Run 1, M1 wires:
Supply wires on this layer in grey.
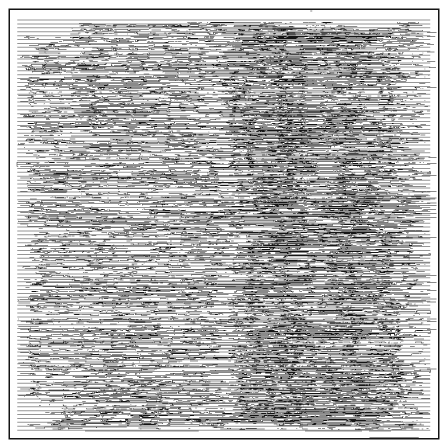
Run 1, the metal 2 layer:
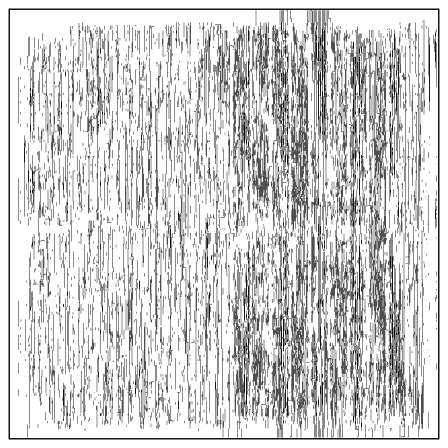
Run 1, met3 routing:
Scale bar: 100 um.
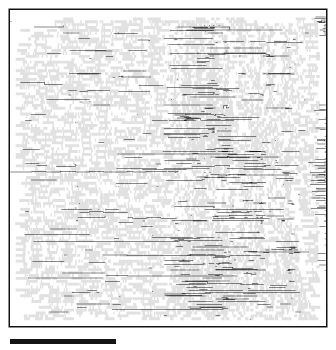
**src/rtl/fft_pkg.sv**
```systemverilog
// fft_pkg: shared FFT sample width, complex sample type and frame helpers.
package fft_pkg;
  localparam int W = 32;
  typedef struct packed {
    logic [W-1:0] re;
    logic [W-1:0] img;
  } cplx_t;
  function automatic int frame_len(input int d);
    return 2 * d;
  endfunction
  function automatic int cnt_w(input int d);
    return $clog2(2 * d);
  endfunction
endpackage

```
**src/rtl/sdf_delay_line.sv**
```systemverilog
// sdf_delay_line: D-deep complex shift register, advances only when en is high.
module sdf_delay_line #(
  parameter int W = fft_pkg::W,
  parameter int D = 8
) (
  input  logic         clk,
  input  logic         rst_n,
  input  logic         en,
  input  logic [W-1:0] in_re,
  input  logic [W-1:0] in_img,
  output logic [W-1:0] out_re,
  output logic [W-1:0] out_img
);
  logic [W-1:0] re_q [D];
  logic [W-1:0] img_q [D];
  always_ff @(posedge clk or negedge rst_n) begin
    if (!rst_n) begin
      for (int i = 0; i < D; i++) begin
        re_q[i]  <= '0;
        img_q[i] <= '0;
      end
    end else if (en) begin
      re_q[0]  <= in_re;
      img_q[0] <= in_img;
      for (int i = 1; i < D; i++) begin
        re_q[i]  <= re_q[i-1];
        img_q[i] <= img_q[i-1];
      end
    end
  end
  assign out_re  = re_q[D-1];
  assign out_img = img_q[D-1];
endmodule

```
**src/rtl/r2_sdf_stage.sv**
```systemverilog
// r2_sdf_stage: radix-2 single-path delay-feedback butterfly stage.
module r2_sdf_stage
  import fft_pkg::*;
#(
  parameter int W     = fft_pkg::W,
  parameter int D     = 8,
  parameter int SCALE = 1
) (
  input  logic         clk,
  input  logic         rst_n,
  input  logic         in_valid,
  input  logic [W-1:0] in_re,
  input  logic [W-1:0] in_img,
  output logic         out_valid,
  output logic [W-1:0] out_re,
  output logic [W-1:0] out_img,
  output logic         out_diff
);
  localparam int CW = cnt_w(D);
  localparam int FL = frame_len(D);
  logic [CW-1:0] cnt;
  logic          pend, phase_b, last;
  logic [W-1:0]  h_re, h_img, l_re, l_img, o_re, o_img;
  logic [W:0]    s_re, s_img, d_re, d_img;
  function automatic logic [W-1:0] scl(input logic [W:0] v);
    return SCALE != 0 ? v[W:1] : v[W-1:0];
  endfunction
  sdf_delay_line #(.W(W), .D(D)) u_line (
    .clk    (clk),
    .rst_n  (rst_n),
    .en     (in_valid),
    .in_re  (l_re),
    .in_img (l_img),
    .out_re (h_re),
    .out_img(h_img)
  );
  always_comb begin
    phase_b = cnt >= CW'(D);
    last    = cnt == CW'(FL - 1);
    s_re    = {h_re[W-1], h_re} + {in_re[W-1], in_re};
    s_img   = {h_img[W-1], h_img} + {in_img[W-1], in_img};
    d_re    = {h_re[W-1], h_re} - {in_re[W-1], in_re};
    d_img   = {h_img[W-1], h_img} - {in_img[W-1], in_img};
    l_re    = phase_b ? scl(d_re) : in_re;
    l_img   = phase_b ? scl(d_img) : in_img;
    o_re    = phase_b ? scl(s_re) : h_re;
    o_img   = phase_b ? scl(s_img) : h_img;
  end
  always_ff @(posedge clk or negedge rst_n) begin
    if (!rst_n) begin
      cnt       <= '0;
      pend      <= 1'b0;
      out_valid <= 1'b0;
      out_re    <= '0;
      out_img   <= '0;
      out_diff  <= 1'b0;
    end else begin
      out_valid <= in_valid & (phase_b | pend);
      if (in_valid) begin
        cnt      <= last ? '0 : cnt + 1'b1;
        pend     <= pend | last;
        out_re   <= o_re;
        out_img  <= o_img;
        out_diff <= ~phase_b;
      end
    end
  end
endmodule

```
**config.mk**
```make
export PLATFORM = sky130hd
export DESIGN_NAME = r2_sdf_stage
export DESIGN_NICKNAME = d
export VERILOG_FILES = /design/src/rtl/fft_pkg.sv /design/src/rtl/sdf_delay_line.sv /design/src/rtl/r2_sdf_stage.sv
export SDC_FILE = /design/constraint.sdc
export NUM_CORES = 1
export LEC_CHECK = 0
export ABC_AREA = 1
export CELL_PAD_IN_SITES_DETAIL_PLACEMENT = 0
export CELL_PAD_IN_SITES_GLOBAL_PLACEMENT = 1
export CORE_MARGIN = 5
export CORE_UTILIZATION = 40
export DETAILED_ROUTE_END_ITERATION = 10
export GPL_TIMING_DRIVEN = 0
export PLACE_DENSITY_LB_ADDON = 0.08
export SLEW_MARGIN = 25
export SYNTH_ARGS = -nofsm -noshare
export SYNTH_HDL_FRONTEND = slang
export SYNTH_HIERARCHICAL = 1
export SYNTH_SLANG_ARGS = --single-unit
```
**constraint.sdc**
```tcl
create_clock -name clk -period 2 [get_ports clk]
set_input_delay 0.6 -clock clk [delete_from_list [all_inputs] [get_ports clk]]
set_output_delay 0.6 -clock clk [all_outputs]
set_load 0.01 [all_outputs]
```
==> flow_metrics.env, run 1 <==
# implementation run metrics
export IMPL_crit_family="simple AND/OR/NAND/NOR gates"
export IMPL_cts_max_level=3
export IMPL_crit_type="reg2reg"
export IMPL_tightestPinTransition_ps=909
export IMPL_drv_slew=0
export IMPL_period_needed_ps=2370
export IMPL_power_leakage_nw=24.7
export IMPL_layout_setup_ws_ps=-374
export IMPL_finalClockPeriodUsage=1.19
export IMPL_via_per_inst=4.90
export IMPL_rrSetupSlack_ps=-370
export IMPL_numCtsBuffers=67
export IMPL_path_max_fanout=4
export IMPL_worstPathArrival_ps=2930
export IMPL_cts_buffer_depth=3
export IMPL_path_depth=12
export IMPL_max_freq_mhz=421
export IMPL_utilization=0.570
export IMPL_first_pass_iters=5
export IMPL_combPwrFrac=0.464
export IMPL_fin_area_sq_um=46800
export IMPL_busiest_layer="met1"
export IMPL_track_usage=0.261
export IMPL_groute_layer_met1_usage=0.417
export IMPL_wire_per_inst_um=19.3
export IMPL_antenna_found_initial=0
export IMPL_gp_congestion=0.913
export IMPL_rows=105
export IMPL_critPathLaunchType="flip-flop"
export IMPL_drtIter0Drc=2410
export IMPL_setup_viol=77
export IMPL_placedCellCount=5924
export IMPL_top_cell_area_share=0.440
export IMPL_violations="negative setup slack"
export IMPL_synth_seq_share=0.440
export IMPL_crit_required_ps=2560
export IMPL_status="finished with violations"
export IMPL_synth_area_sq_um=33200
export IMPL_fp_dieH_um=298
export IMPL_slowest_stage="fa_2"
export IMPL_placed_area_sq_um=36900
export IMPL_internal_power_mw=32.7
export IMPL_crit_path_cell_trace="buf_6 > clkinvlp_4 > fa_2 > o21ai_4 > nand2_2 > nand2_4 > nand2_4 > nand2_8 > xor2_2 > o21ai_4 > nand2_2 > nand2_1"
export IMPL_grt_pass1_vias=29282
export IMPL_root_buffer="clkbuf_16"
export IMPL_p_per_area_nw_per_um2=1200
export IMPL_boundaryPins=133
## Picture notes: 'M1 wires'
The wires run mostly horizontal. The layer carries 61.5 mm of wire. The longest straight run is 137 um. 5031 nets have wire on it.

## Picture notes: 'the metal 2 layer'
The layer holds 40% of the routed length. The layer carries 49.4 mm of wire. The wires run mostly vertical.
GR Util met2: 0.369
final WL: 122000 um

## Picture notes: 'met3 routing'
363 nets have wire on it. The longest straight run is 137 um. The layer holds 6.2% of the routed length.

## run 1: path summary, 6_finish.rpt
check,startpoint,to
min in group asynchronous,rst_n,u_line/img_q[197]
max in group asynchronous,rst_n,u_line/re_q[205]
setup reg to reg,u_line/out_img[1],u_line/img_q[239]
setup / recovery,u_line/out_img[1],u_line/img_q[239]
hold / removal,u_line/img_q[63],u_line/out_img[31]
hold reg to reg,u_line/img_q[63],u_line/out_img[31]
## run 1: synth_stat cells (3+ instances only)
cell type and n:
nor2_2 7, nor4_1 4, o21ai_0 148, buf_1 7, buf_4 79, nand2_1 2403, nand3_1 200, o21ai_1 9
o21ai_2 4, dfrtp_1 583, o21bai_1 16, a21oi_1 139, o21a_1 8, and2_1 4, xor2_1 26, xnor2_1 5
nand4_1 20, nor2_1 297, o211ai_1 4, nor3_1 19, ha_1 126, buf_6 57, clkbuf_1 31, buf_2 89
clkbuf_2 3, inv_2 4, fa_1 4, inv_1 404
## run 1: layout by cell type (no fill, tap or decap), drive strengths merged, types with 2 or more instances in the layout
master	n
clkdlybuf4s15	17
o22ai	2
and2	4
o21ai	161
nor3	20
nand2	2404
o211ai	4
nand4	20
xor2	26
ha	126
o2111ai	2
buf	515
dfrtp	583
nand3	202
o21a	8
fa	4
a21boi	2
inv	396
clkinvlp	20
dlygate4sd2	112
a21oi	141
or2	2
nor4	4
clkbuf	140
o21bai	16
xnor2	5
clkinv	11
nor2	304
## run 1: layer usage
layer / vias up / part of all wire
met1: 14619 / 0.50
met5: - / 0
met3: 172 / 0.062
met4: 0 / 0.029
li1: 15367 / -
met2: 826 / 0.40
## run 1: area by class of cell
class,instances,area (sq um)
flip-flops and latches,583,14600
well taps,1070,1340
repair buffers,485,4490
plain buffers,197,1660
clock buffers,104,2040
clock inverters,18,249
multi-input cells,3457,20700
inverters,409,1710
fillers,7857,35300
## run 1: timing repair
action,in CTS,in global routing
gates resized,960,759
pin swaps,282,429
hold buffers,2,0
endpoints found under the setup margin,192,174
endpoints found under the hold margin,29,0
setup buffers,179,166
gates cloned,4,1
## run 1: cells by family after synthesis
group / synth area share
AND-OR/OR-AND: 0.0539
XOR/XNOR: 0.00818
AND/OR/NAND/NOR: 0.347
buffers and inverters: 0.102
flip-flops: 0.440
adder cells (fa/ha/maj): 0.0499
## run 1: sequential cells by signal, indices dropped and copies added (netlist names)
signal,count
pend,1
cnt,4
out_img,32
u_line/out_re,32
u_line/re_q,224
u_line/out_img,32
out_re,32
out_valid,1
out_diff,1
u_line/img_q,224
## run 1: power by group through the flow
stage	sequential (mW)	clock (mW)	combinational, mW
6_report	17.7	12.4	26.0
5_1_grt	18.1	13.3	27.9
4_1_cts	17.5	12.8	22.0
3_5_place_dp	17.6	0	18.4
3_3_place_gp	17.6	0	18.2
2_1_floorplan	17.3	0	11.0
## run 1: stage by stage
step           hold slack [ps]  power [mW]
2_1_floorplan              304        28.3
3_3_place_gp               453        35.8
3_5_place_dp               456        35.9
4_1_cts                    435        52.3
5_1_grt                    475        59.4
6_report                   439        56.2
Run 1, clock routing:
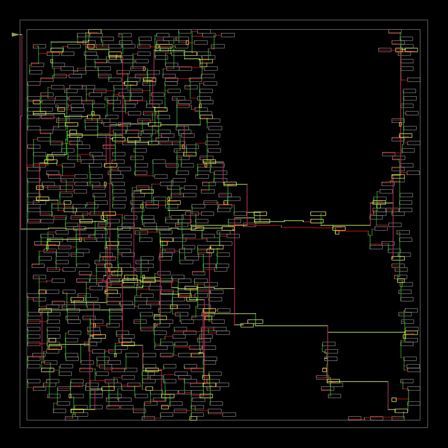

==> inputs of run 2 (changes only) <==
--- a/config.mk
+++ b/config.mk
@@ -8,9 +8,10 @@
 export ABC_AREA = 1
 export CELL_PAD_IN_SITES_DETAIL_PLACEMENT = 0
 export CELL_PAD_IN_SITES_GLOBAL_PLACEMENT = 1
-export CORE_MARGIN = 5
+export CORE_MARGIN = 1.5
 export CORE_UTILIZATION = 40
 export DETAILED_ROUTE_END_ITERATION = 10
+export GPL_ROUTABILITY_DRIVEN = 0
 export GPL_TIMING_DRIVEN = 0
 export PLACE_DENSITY_LB_ADDON = 0.08
 export SLEW_MARGIN = 25
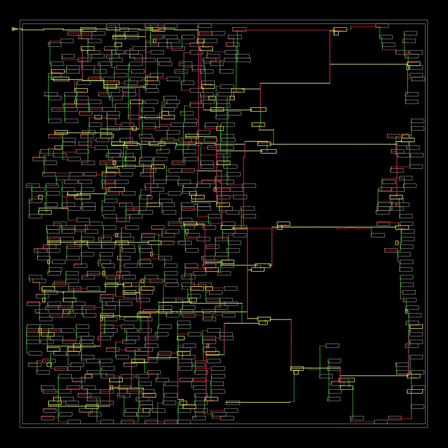
Run 2: clock routing
Layout Skew: 37.7 ps
clkbuf count: 95

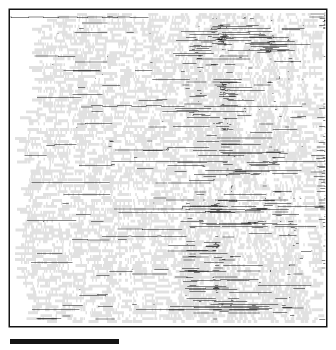
Run 2: met3 routing
Scale bar: 100 um.
408 nets have wire on it. The layer carries 7580 um of wire. The wires run mostly horizontal. The longest straight run is 107 um. The layer holds 6.4% of the routed length.

==> flow_metrics.env, run 2 <==
# implementation run metrics
export IMPL_setup_viol=89
export IMPL_xor_area_frac=0.00818
export IMPL_rrSetupSlack_ps=-280
export IMPL_fin_area_sq_um=45700
export IMPL_critPathLaunch="u_line/out_img[22]"
export IMPL_max_freq_mhz=439
export IMPL_period_needed_ps=2280
export IMPL_fillCellCount=7885
export IMPL_placedCellCount=5923
export IMPL_rr_endpoint="u_line/img_q[250]"
export IMPL_cts_buffer_depth=3
export IMPL_synth_seq_share=0.440
export IMPL_top_cell_area_share=0.440
export IMPL_drv_slew=0
export IMPL_cts_max_level=3
export IMPL_fp_dieH_um=291
export IMPL_top_regs="u_line/img_q (224), u_line/re_q (224)"
export IMPL_crit_family="simple AND/OR/NAND/NOR gates"
export IMPL_common_cells="nand2_1 (2403), dfrtp_1 (583), inv_1 (404), nor2_1 (297), nand3_1 (200)"
export IMPL_yosys_cell_count_top_type="nand2_1"
export IMPL_status="finished with violations"
export IMPL_path_max_fanout=8
export IMPL_numCtsBuffers=69
export IMPL_logic_area_sq_um=20100
export IMPL_first_pass_iters=6
export IMPL_worstPathArrival_ps=2820
export IMPL_rows=105
export IMPL_synthTopLogicFamily="simple AND/OR/NAND/NOR gates"
export IMPL_placed_area_sq_um=36900
export IMPL_wire_per_inst_um=18.8
export IMPL_boundaryPins=133
export IMPL_root_buffer="clkbuf_16"
export IMPL_critPathLaunchType="flip-flop"
export IMPL_p_total_mw=55.8
export IMPL_layout_setup_ws_ps=-279
export IMPL_via_per_inst=4.94
export IMPL_mostFrequentLayoutCell="nand2_1"
export IMPL_ys_sh_adder=0.0499
export IMPL_power_leakage_nw=24.6
export IMPL_seqCellArea_sq_um=14600
export IMPL_synthMuxAreaShare=0
export IMPL_crit_required_ps=2540
export IMPL_layout_top_cells="nand2_1 (2066), dfrtp_1 (545), inv_1 (309)"
export IMPL_hold_ws_ps=-122
export IMPL_violations="negative hold slack, negative setup slack"
export IMPL_hold_violations=61
export IMPL_crit_type="reg2reg"
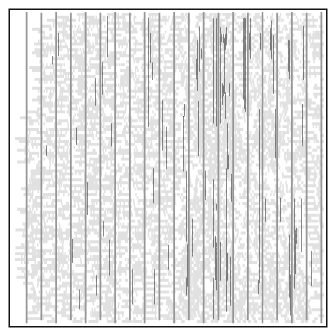
Run 2: M4 wires
Supply wires on this layer in grey.
The layer carries 3160 um of wire. 61 nets have wire on it. The layer holds 2.7% of the routed length. The longest straight run is 160 um. The wires run mostly vertical.

==> run 2: cell counts after synthesis <==
No cell type changed its count.
==> run 2: power by group <==
part           switching (mW)  leakage [nW]  total (mW)  internal [mW]
sequential               2.29          7.45        17.7           15.4
clock                    5.41          1.23        13.6           8.17
combinational            15.1          15.9        24.6           9.43
==> run 2: metrics by stage <==
step	setup slack, ps	hold slack (ps)	util	setup TNS (ps)
3_3_place_gp	-26520	454	0.446	-
2_1_floorplan	-42.7	304	-	-423
4_1_cts	-294	-124	0.525	-8150
5_1_grt	-321	-93.5	0.557	-17790
3_5_place_dp	-1390	457	0.449	-165140
6_report	-279	-122	0.557	-9710
==> run 2: kinds of logic (layout without fill, tap and decap cells) <==
family,count (synthesis),count (layout)
compound gates,336,336
xor+xnor,31,31
fa+ha+maj,130,130
buf+inv,675,1167
flops,583,583
simple gates,2960,2960
==> run 2: worst max path at each step <==
stage	endpoint	slack (ps)	cells after the start
4_1_cts	u_line/img_q[243]	-290	15
3_5_place_dp	u_line/img_q[246]	-1390	16
5_1_grt	u_line/img_q[254]	-320	17
2_1_floorplan	u_line/img_q[246]	-40	16
6_report	u_line/img_q[250]	-280	12
3_3_place_gp	u_line/re_q[120]	-26520	1
==> run 2: area by class of cell <==
class	instances	share of cell area
clock inverters	31	0.0108
repair buffers	425	0.0841
flip-flops and latches	583	0.320
multi-input cells	3457	0.438
well taps	1070	0.0293
plain buffers	207	0.0373
inverters	409	0.0364
clock buffers	95	0.0438
==> run 2: timing repair <==
| item | in CTS | in global routing |
|---|---|---|
| cloned | 4 | 2 |
| endpoints found under the hold margin | 61 | 61 |
| pin swaps | 296 | 325 |
| endpoints found under the setup margin | 191 | 118 |
| gates resized | 943 | 554 |
| setup buffers | 188 | 96 |
==> run 2: metal layers <==
metal | vias to the layer above | part of all wire | wire, um | global-route usage
li1 | 15288 | - | - | -
met1 | 14565 | 0.51 | 59500 | 0.430
met2 | 958 | 0.40 | 47500 | 0.384
met3 | 190 | 0.064 | 7580 | 0.0346
met4 | 0 | 0.027 | 3160 | 0.0687
met5 | - | 0 | 0 | 0
No activity file was given, so power comes from the tool's default toggle rates.
